Figure 1. Cell area per tile (run 1).
Drawn at 4 px/um. 10 x 10 tiles, from black (low) to pale yellow (high), 0 to 100% covered.
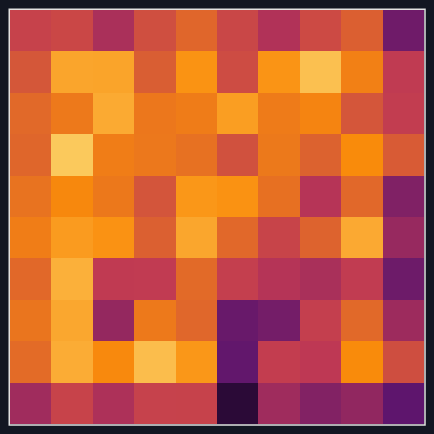
Figure 2. Supply network (run 1).
Drawn at 4 px/um. Pins as bars on the die edge.
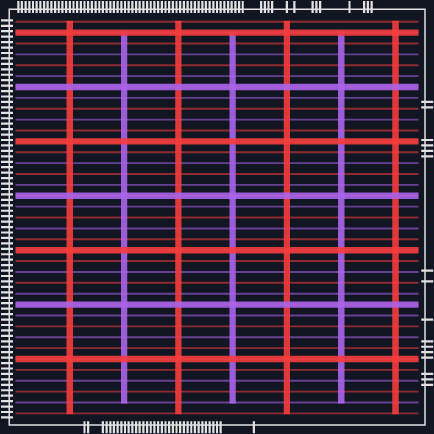
Figure 3. Clock nets (run 1).
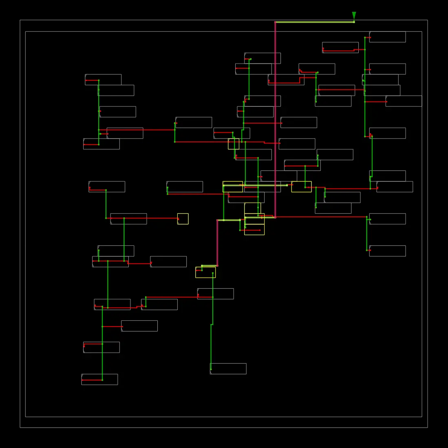
Figure 4. M2 wires (run 1).
Drawn at 4 px/um.
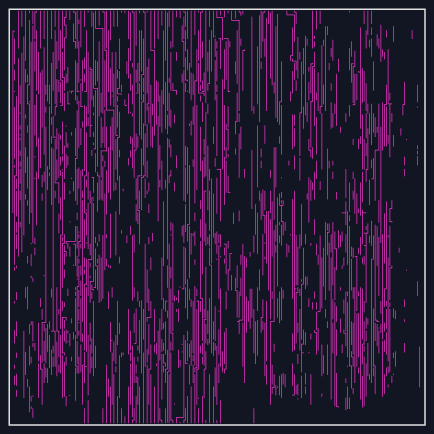
File: src/rtl/npu_act_mem_wr_arbiter_pkg.sv
// Shared constants and types for the activation memory write arbiter.
// Holds the default activation address width, the write counter width, the
// FSM state encodings and a saturating-increment helper.
package npu_act_mem_wr_arbiter_pkg;

  localparam int unsigned LOG2_ACT_ADDR_WIDTH = 10;
  localparam int unsigned ACT_WR_CNT_WIDTH    = 16;

  localparam logic ACT_WR_IDLE  = 1'b0;
  localparam logic ACT_WR_WRITE = 1'b1;

  typedef enum logic [0:0] {
    StIdle  = ACT_WR_IDLE,
    StWrite = ACT_WR_WRITE
  } act_wr_state_e;

  // Counter sticks at all-ones instead of wrapping.
  function automatic logic [ACT_WR_CNT_WIDTH-1:0] sat_inc(
    input logic [ACT_WR_CNT_WIDTH-1:0] val
  );
    return (val == '1) ? val : val + 1'b1;
  endfunction

endpackage

File: src/rtl/npu_act_mem_wr_arbiter_if.sv
// Neuron write handshake plus activation RAM write port.
//   hw_mem_wr       : per-neuron level request, held until ack
//   hw_mem_wr_addr  : packed addresses, neuron i at [i*ADDR_WIDTH +: ADDR_WIDTH]
//   hw_mem_wr_data  : packed data, same slicing
//   hw_mem_wr_ack_p : one-hot single-cycle ack back to the granted neuron
//   act_mem_*       : registered write port into the activation RAM
// Modports: master = neuron array / RAM side, slave = arbiter.
interface npu_act_mem_wr_arbiter_if
  import npu_act_mem_wr_arbiter_pkg::*;
#(
  parameter int unsigned NUM_NEURONS = 8,
  parameter int unsigned DATA_WIDTH  = 8,
  parameter int unsigned ADDR_WIDTH  = LOG2_ACT_ADDR_WIDTH
) ();

  logic [NUM_NEURONS-1:0]            hw_mem_wr;
  logic [NUM_NEURONS*ADDR_WIDTH-1:0] hw_mem_wr_addr;
  logic [NUM_NEURONS*DATA_WIDTH-1:0] hw_mem_wr_data;
  logic [NUM_NEURONS-1:0]            hw_mem_wr_ack_p;
  logic                              act_mem_we;
  logic [ADDR_WIDTH-1:0]             act_mem_addr;
  logic [DATA_WIDTH-1:0]             act_mem_wdata;

  modport master (
    output hw_mem_wr,
    output hw_mem_wr_addr,
    output hw_mem_wr_data,
    input  hw_mem_wr_ack_p,
    input  act_mem_we,
    input  act_mem_addr,
    input  act_mem_wdata
  );

  modport slave (
    input  hw_mem_wr,
    input  hw_mem_wr_addr,
    input  hw_mem_wr_data,
    output hw_mem_wr_ack_p,
    output act_mem_we,
    output act_mem_addr,
    output act_mem_wdata
  );

endinterface

File: src/rtl/npu_rr_arbiter.sv
// Combinational round-robin pick: first requester at or after ptr_i, searching
// circularly over NumReq requesters.
//   req_i         : request vector
//   ptr_i         : search start index (< NumReq)
//   grant_valid_o : some request is set
//   grant_idx_o   : index of the chosen requester (0 when none)
module npu_rr_arbiter #(
  parameter int unsigned NumReq = 8,
  parameter int unsigned IdxW   = $clog2(NumReq)
) (
  input  logic [NumReq-1:0] req_i,
  input  logic [IdxW-1:0]   ptr_i,
  output logic              grant_valid_o,
  output logic [IdxW-1:0]   grant_idx_o
);

  always_comb begin
    grant_valid_o = 1'b0;
    grant_idx_o   = '0;
    for (int unsigned k = 0; k < NumReq; k++) begin
      logic [IdxW-1:0] cand;
      cand = IdxW'((32'(ptr_i) + k) % NumReq);
      if (!grant_valid_o && req_i[cand]) begin
        grant_valid_o = 1'b1;
        grant_idx_o   = cand;
      end
    end
  end

endmodule

File: src/rtl/npu_act_mem_wr_arbiter.sv
// Round-robin responder for neuron activation writes. One grant every two
// cycles at most: IDLE picks and latches a requester, WRITE drives the RAM
// and acks. The idle cycle after each ack lets the acked neuron drop its
// request before the next pick, so a write can never be issued twice.
//   clk, rst     : clock, asynchronous active-low reset
//   bus          : neuron handshake + activation RAM port (slave modport)
//   hold_i       : block new grants (sampled only in IDLE)
//   cnt_clr_i    : synchronous clear of wr_count_o and range_err_o
//   wr_count_o   : saturating count of writes actually issued
//   range_err_o  : sticky flag, a granted address was >= MEM_DEPTH
//   busy_o       : in WRITE or any request pending
module npu_act_mem_wr_arbiter
  import npu_act_mem_wr_arbiter_pkg::*;
#(
  parameter int unsigned NUM_NEURONS = 8,
  parameter int unsigned DATA_WIDTH  = 8,
  parameter int unsigned ADDR_WIDTH  = LOG2_ACT_ADDR_WIDTH,
  parameter int unsigned MEM_DEPTH   = 2 ** ADDR_WIDTH
) (
  input  logic                        clk,
  input  logic                        rst,
  npu_act_mem_wr_arbiter_if.slave     bus,
  input  logic                        hold_i,
  input  logic                        cnt_clr_i,
  output logic [ACT_WR_CNT_WIDTH-1:0] wr_count_o,
  output logic                        range_err_o,
  output logic                        busy_o
);

  localparam int unsigned IdxW = $clog2(NUM_NEURONS);

  act_wr_state_e               state_q, state_d;
  logic [IdxW-1:0]             rr_ptr_q, rr_ptr_d;
  logic [IdxW-1:0]             idx_q, idx_d;
  logic                        we_q, we_d;
  logic [NUM_NEURONS-1:0]      ack_q, ack_d;
  logic [ADDR_WIDTH-1:0]       addr_q, addr_d;
  logic [DATA_WIDTH-1:0]       wdata_q, wdata_d;
  logic [ACT_WR_CNT_WIDTH-1:0] cnt_q, cnt_d;
  logic                        rerr_q, rerr_d;

  logic                        grant_valid;
  logic [IdxW-1:0]             grant_idx;
  logic [ADDR_WIDTH-1:0]       sel_addr;
  logic [DATA_WIDTH-1:0]       sel_data;
  logic                        sel_in_range;

  npu_rr_arbiter #(
    .NumReq (NUM_NEURONS),
    .IdxW   (IdxW)
  ) u_rr_arbiter (
    .req_i         (bus.hw_mem_wr),
    .ptr_i         (rr_ptr_q),
    .grant_valid_o (grant_valid),
    .grant_idx_o   (grant_idx)
  );

  // Constant-slice mux keeps data of non-granted neurons (possibly X) out.
  always_comb begin
    sel_addr = '0;
    sel_data = '0;
    for (int unsigned i = 0; i < NUM_NEURONS; i++) begin
      if (grant_idx == IdxW'(i)) begin
        sel_addr = bus.hw_mem_wr_addr[i*ADDR_WIDTH +: ADDR_WIDTH];
        sel_data = bus.hw_mem_wr_data[i*DATA_WIDTH +: DATA_WIDTH];
      end
    end
  end

  // Always true when MEM_DEPTH covers the whole address space.
  assign sel_in_range = 32'(sel_addr) < MEM_DEPTH;

  // we/ack/addr/data are loaded on the IDLE->WRITE transition so they are
  // registered and visible exactly during the WRITE cycle.
  always_comb begin
    state_d  = state_q;
    rr_ptr_d = rr_ptr_q;
    idx_d    = idx_q;
    we_d     = 1'b0;
    ack_d    = '0;
    addr_d   = addr_q;
    wdata_d  = wdata_q;
    cnt_d    = cnt_q;
    rerr_d   = rerr_q;

    unique case (state_q)
      StIdle: begin
        if (!hold_i && grant_valid) begin
          state_d          = StWrite;
          idx_d            = grant_idx;
          addr_d           = sel_addr;
          wdata_d          = sel_data;
          ack_d[grant_idx] = 1'b1;
          if (sel_in_range) begin
            we_d  = 1'b1;
            cnt_d = sat_inc(cnt_q);
          end else begin
            // Ack anyway so the neuron does not stall; only the write is dropped.
            rerr_d = 1'b1;
          end
        end
      end
      StWrite: begin
        state_d  = StIdle;
        rr_ptr_d = (idx_q == IdxW'(NUM_NEURONS - 1)) ? '0 : idx_q + 1'b1;
      end
      default: state_d = StIdle;
    endcase

    if (cnt_clr_i) begin
      cnt_d  = '0;
      rerr_d = 1'b0;
    end
  end

  always_ff @(posedge clk or negedge rst) begin
    if (!rst) begin
      state_q  <= StIdle;
      rr_ptr_q <= '0;
      idx_q    <= '0;
      we_q     <= 1'b0;
      ack_q    <= '0;
      addr_q   <= '0;
      wdata_q  <= '0;
      cnt_q    <= '0;
      rerr_q   <= 1'b0;
    end else begin
      state_q  <= state_d;
      rr_ptr_q <= rr_ptr_d;
      idx_q    <= idx_d;
      we_q     <= we_d;
      ack_q    <= ack_d;
      addr_q   <= addr_d;
      wdata_q  <= wdata_d;
      cnt_q    <= cnt_d;
      rerr_q   <= rerr_d;
    end
  end

  assign bus.act_mem_we      = we_q;
  assign bus.act_mem_addr    = addr_q;
  assign bus.act_mem_wdata   = wdata_q;
  assign bus.hw_mem_wr_ack_p = ack_q;
  assign wr_count_o          = cnt_q;
  assign range_err_o         = rerr_q;
  assign busy_o              = (state_q == StWrite) | (|bus.hw_mem_wr);

endmodule

File: src/flat_wrapper.sv
// flat-port wrapper written by rule: the top's interface ports become plain ports
module npu_act_mem_wr_arbiter_flat import npu_act_mem_wr_arbiter_pkg::*;
#(
  parameter int unsigned NUM_NEURONS = 8,
  parameter int unsigned DATA_WIDTH  = 8,
  parameter int unsigned ADDR_WIDTH  = LOG2_ACT_ADDR_WIDTH,
  parameter int unsigned MEM_DEPTH   = 2 ** ADDR_WIDTH
)
  (clk, rst, hold_i, cnt_clr_i, wr_count_o, range_err_o, busy_o, bus_hw_mem_wr, bus_hw_mem_wr_addr, bus_hw_mem_wr_data, bus_hw_mem_wr_ack_p, bus_act_mem_we, bus_act_mem_addr, bus_act_mem_wdata);
  npu_act_mem_wr_arbiter_if #(.NUM_NEURONS(NUM_NEURONS), .DATA_WIDTH(DATA_WIDTH), .ADDR_WIDTH(ADDR_WIDTH)) bus_i ();
  input  logic clk;
  input  logic rst;
  input  logic hold_i;
  input  logic cnt_clr_i;
  output logic [ACT_WR_CNT_WIDTH-1:0] wr_count_o;
  output logic range_err_o;
  output logic busy_o;
  input wire logic [$bits(bus_i.hw_mem_wr)-1:0] bus_hw_mem_wr;
  input wire logic [$bits(bus_i.hw_mem_wr_addr)-1:0] bus_hw_mem_wr_addr;
  input wire logic [$bits(bus_i.hw_mem_wr_data)-1:0] bus_hw_mem_wr_data;
  output wire logic [$bits(bus_i.hw_mem_wr_ack_p)-1:0] bus_hw_mem_wr_ack_p;
  output wire logic [$bits(bus_i.act_mem_we)-1:0] bus_act_mem_we;
  output wire logic [$bits(bus_i.act_mem_addr)-1:0] bus_act_mem_addr;
  output wire logic [$bits(bus_i.act_mem_wdata)-1:0] bus_act_mem_wdata;
  assign bus_i.hw_mem_wr = bus_hw_mem_wr;
  assign bus_i.hw_mem_wr_addr = bus_hw_mem_wr_addr;
  assign bus_i.hw_mem_wr_data = bus_hw_mem_wr_data;
  assign bus_hw_mem_wr_ack_p = bus_i.hw_mem_wr_ack_p;
  assign bus_act_mem_we = bus_i.act_mem_we;
  assign bus_act_mem_addr = bus_i.act_mem_addr;
  assign bus_act_mem_wdata = bus_i.act_mem_wdata;
  npu_act_mem_wr_arbiter #(.NUM_NEURONS(NUM_NEURONS), .DATA_WIDTH(DATA_WIDTH), .ADDR_WIDTH(ADDR_WIDTH), .MEM_DEPTH(MEM_DEPTH)) u_core (.clk(clk), .rst(rst), .bus(bus_i), .hold_i(hold_i), .cnt_clr_i(cnt_clr_i), .wr_count_o(wr_count_o), .range_err_o(range_err_o), .busy_o(busy_o));
endmodule
File: config.mk
export PLATFORM = sky130hd
export DESIGN_NAME = npu_act_mem_wr_arbiter_flat
export DESIGN_NICKNAME = d
export VERILOG_FILES = /design/src/rtl/npu_act_mem_wr_arbiter_pkg.sv /design/src/rtl/npu_act_mem_wr_arbiter_if.sv /design/src/rtl/npu_rr_arbiter.sv /design/src/rtl/npu_act_mem_wr_arbiter.sv /design/src/flat_wrapper.sv
export SDC_FILE = /design/constraint.sdc
export NUM_CORES = 1
export LEC_CHECK = 0
export CORE_MARGIN = 1
export CORE_UTILIZATION = 43
export DETAILED_ROUTE_END_ITERATION = 16
export GPL_TIMING_DRIVEN = 1
export PLACE_DENSITY_LB_ADDON = 0.12
export RECOVER_POWER = 25
export SYNTH_ARGS = -nofsm -noshare
export SYNTH_HDL_FRONTEND = slang
export SYNTH_SLANG_ARGS = --single-unit
File: constraint.sdc
create_clock -name clk -period 5 [get_ports clk]
set_clock_uncertainty 0.1 [all_clocks]
set_input_delay 1 -clock clk [delete_from_list [all_inputs] [get_ports clk]]
set_output_delay 1 -clock clk [all_outputs]
set_load 0.02 [all_outputs]
==> impl_metrics.env, run 1 <==
# physical design summary
export IMPL_nets=825
export IMPL_slew_viol_final=50
export IMPL_crit_start="u_core.rr_ptr_q[1]"
export IMPL_cp_max_fo=18
export IMPL_num_vias=4810
export IMPL_preCtsSetupSlack_ns=-0.1020
export IMPL_seq_share_pct=18.48
export IMPL_postCtsSetupRepairBufs=0
export IMPL_clkCellAreaFrac_pct=1.433
export IMPL_setup_viol=0
export IMPL_grt_use_met3_pct=4.154
export IMPL_grt_util_met2_pct=53.36
export IMPL_status="finished, violations left"
export IMPL_htreeDepth=2
export IMPL_drt_wl_total_mm=16.06
export IMPL_fin_setup_tns_ns=0
export IMPL_comb_power_uw=3370
export IMPL_ys_sh_adder_pct=1.410
export IMPL_diodes=0
export IMPL_cp_endpoint="u_core.bus.act_mem_wdata[4]"
export IMPL_port_buffers=199
export IMPL_worst_path_buf_inv=1
export IMPL_grt_pass1_wl_mm=24.97
export IMPL_post_route_period_util_pct=92.84
export IMPL_final_layout_top_logic_cells="clkdlybuf4s50_1 (198), dfrtp_1 (49), nand2_1 (41)"
export IMPL_fin_ws_ns=0.3581
export IMPL_switching_share_pct=49.64
export IMPL_synth_cell_types=63
export IMPL_track_usage_pct=29.27
export IMPL_met1_length_mm=6.236
export IMPL_cts_resized=0
export IMPL_worstSetupStartpointType="flip-flop"
export IMPL_reg2reg_to="u_core.bus.act_mem_wdata[4]"
export IMPL_num_io_pins=201
export IMPL_power_switching_uw=2102
export IMPL_fp_dieW_um=103.6
export IMPL_violations="capacitance limit, slew limit"
export IMPL_nNonClkInverters=27
export IMPL_largestClassByArea="combinational gates"
export IMPL_min_delay_worst_endpoint="u_core.idx_q[2]"
export IMPL_wl_per_cell_um=20.12
export IMPL_r2r_start="u_core.rr_ptr_q[1]"
export IMPL_synthCells=474
export IMPL_sh_comb_area_pct=42.87
export IMPL_cap_violations=1
export IMPL_comb_power_share_pct=79.6
export IMPL_grt_busiest_layer="met2"
export IMPL_fmax_mhz=215.4
Notes on Figure 1 above:
fullest tile: 88%
tiles over 75% full: 19%
mean over tiles: 60%
core area: 9864 sq um
FP Util: 44.96%

Notes on Figure 2 above:
legend:
  VDD:
    colour: purple
  VSS:
    colour: red
rows: 36
met1 rails: 37
signal pins: 201
met5 straps: 7
met4 straps: 7

Notes on Figure 3 above:
clock sinks: 49
Skew-Pair Late Insertion Delay: 0.30 ns
Flop Count: 49
P_clk: 255 uW

Notes on Figure 4 above:
nets with wire on the layer: 723
longest straight run: 54.2 um
wire length on this layer: 8230 um

Figure 5. Sequential cells grouped by signal name (run 1).
Drawn at 4 px/um. Other sequential cells in the stronger grey, the rest of the logic in the fainter grey.
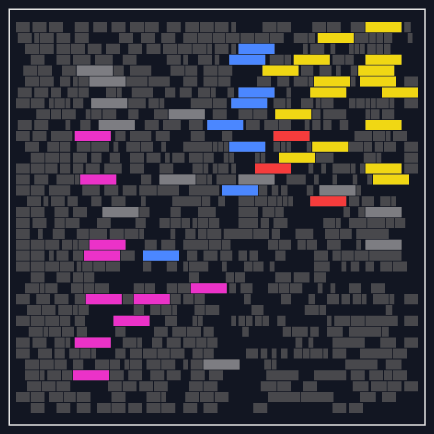

==> run 1 -> run 2 <==
--- a/config.mk
+++ b/config.mk
@@ -5,7 +5,7 @@
 export SDC_FILE = /design/constraint.sdc
 export NUM_CORES = 1
 export LEC_CHECK = 0
-export CORE_MARGIN = 1
+export CORE_MARGIN = 4
 export CORE_UTILIZATION = 43
 export DETAILED_ROUTE_END_ITERATION = 16
 export GPL_TIMING_DRIVEN = 1
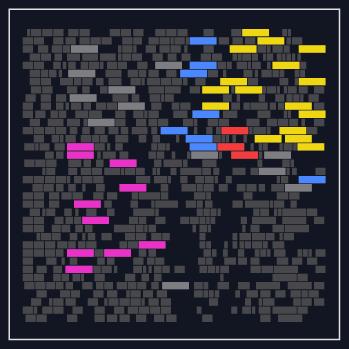
Figure 6: run 2, sequential cells grouped by signal name.
Drawn at 3 px/um. Other sequential cells in the stronger grey, the rest of the logic in the fainter grey.
legend:
  `u_core.bus.act_mem_addr`:
    colour: magenta
    placed_flops: 10
  `u_core.idx_q`:
    colour: red
    placed_flops: 3
  `u_core.wr_count_o`:
    colour: yellow
    placed_flops: 16
    where: top right
  `u_core.bus.hw_mem_wr_ack_p`:
    colour: blue
    placed_flops: 8
not coloured: 12
Seq/total area: 18.49%
fin util: 66.91%
FF+latch area: 1226 sq um
Seq. pwr: 612 uW

==> run 2 against run 1 <==
  * The run still ends with capacitance limit, slew limit left
  * Setup slack lost 0.12 ns
  * Hold slack lost 0.0070 ns
  * Via count shrank 1.0%
  * Routed wire length grew 3.5%
  * Critical path type is now primary input to flip-flop
  * Die area grew 12%
  * Non-clock buffer count shrank 2
  * Cell area is essentially flat
  * Cell count shrank 0.25%
  * Count of clock-buffer cells in the layout is the same
  * First-iteration DRC count grew 9.5%
==> impl_metrics.env, run 2 <==
# physical design summary
export IMPL_r2r_slack_ns=0.34
export IMPL_cap_violations=1
export IMPL_first_pass_iters=5
export IMPL_clkPwrFrac_pct=6.0
export IMPL_holdPathStages=2
export IMPL_grt_pass1_wl_mm=25.75
export IMPL_synthAoiAreaFrac_pct=30.75
export IMPL_drt_wl_total_mm=16.62
export IMPL_gp_congestion=0.9091
export IMPL_fmax_mhz=209.8
export IMPL_route_met2_wl_mm=8.480
export IMPL_cts_resized=0
export IMPL_clkCellAreaFrac_pct=1.415
export IMPL_setup_viol=0
export IMPL_top_logic_kind="AND-OR/OR-AND gates"
export IMPL_drtIter0Drc=310
export IMPL_final_cell_area_sq_um=6630
export IMPL_nNonClkInverters=27
export IMPL_power_switching_uw=2102
export IMPL_met1_length_mm=6.580
export IMPL_grt_max_degree=50
export IMPL_nets=823
export IMPL_critPathSlowestCell="nor4_4"
export IMPL_diodes=0
export IMPL_vdd_ir_drop_max_uv=461.4
export IMPL_maxPowerGroup="combinational cells"
export IMPL_syn_cell_area_sq_um=4436
export IMPL_insertion_delay_ns=0.31
export IMPL_comb_power_uw=3350
export IMPL_switching_share_pct=49.80
export IMPL_ff_count=49
export IMPL_synthFlopType="dfrtp_1"
export IMPL_grt_util_met2_pct=47.38
export IMPL_common_cells="dfrtp_1 (49), nand2_1 (41), a22oi_1 (36)"
export IMPL_instances_no_fill=796
export IMPL_synth_most_common_cell="dfrtp_1"
export IMPL_clock_sinks=49
export IMPL_num_io_pins=201
export IMPL_hold_viol_final=0
export IMPL_synth_cell_types=63
export IMPL_sh_comb_area_pct=42.89
export IMPL_ys_sh_adder_pct=1.410
export IMPL_violations="capacitance limit, slew limit"
export IMPL_grt_busiest_layer="met2"
export IMPL_num_vias=4760
export IMPL_status="finished, violations left"
export IMPL_met1_usage_pct=33.98
export IMPL_leakage_uw=0.002597
export IMPL_grt_use_met3_pct=5.931
export IMPL_worst_path_buf_inv=2
export IMPL_cp_arrival_ns=4.89
export IMPL_wl_per_cell_um=20.88
export IMPL_layout_top_cell="clkdlybuf4s50_1"
export IMPL_worstPathRequired_ns=5.12
export IMPL_reg2reg_to="u_core.bus.act_mem_addr[9]"
export IMPL_postCtsSetupRepairBufs=0
export IMPL_track_usage_pct=27.17
export IMPL_fin_setup_tns_ns=0
export IMPL_final_layout_top_logic_cells="clkdlybuf4s50_1 (198), dfrtp_1 (49), nand2_1 (41)"
export IMPL_cp_max_fo=18
export IMPL_crit_start="bus_hw_mem_wr[3]"
export IMPL_fin_ws_ns=0.2345
export IMPL_yosys_warnings=0
export IMPL_top_area_cell="dfrtp_1"
export IMPL_slew_viol_final=50
export IMPL_num_fill_cells=827
export IMPL_hold_start="u_core.idx_q[1]"
export IMPL_cp_endpoint="u_core.bus.act_mem_addr[9]"
export IMPL_fp_util_pct=44.76
export IMPL_tap_cells=133
export IMPL_min_delay_worst_endpoint="u_core.idx_q[1]"
export IMPL_whs_ns=0.3978
export IMPL_antenna_found_initial=0
export IMPL_r2r_start="u_core.rr_ptr_q[1]"
export IMPL_worstSetupStartpointType="primary input"
export IMPL_post_route_period_util_pct=95.31
export IMPL_crit_family="AND-OR/OR-AND gates"
export IMPL_coreArea_sq_um=9910
export IMPL_via_per_inst=5.980
export IMPL_htreeDepth=2
export IMPL_preCtsSetupSlack_ns=-0.02906
export IMPL_comb_power_share_pct=79.5
export IMPL_cts_buffers=5
export IMPL_port_buffers=199
export IMPL_largestClassByArea="combinational gates"
export IMPL_fp_dieW_um=109.6
export IMPL_synthCells=474
export IMPL_xor_area_share_pct=3.159
export IMPL_clock_power_uw=255
Power figures rest on the tool's default switching activity, not on a simulated workload.
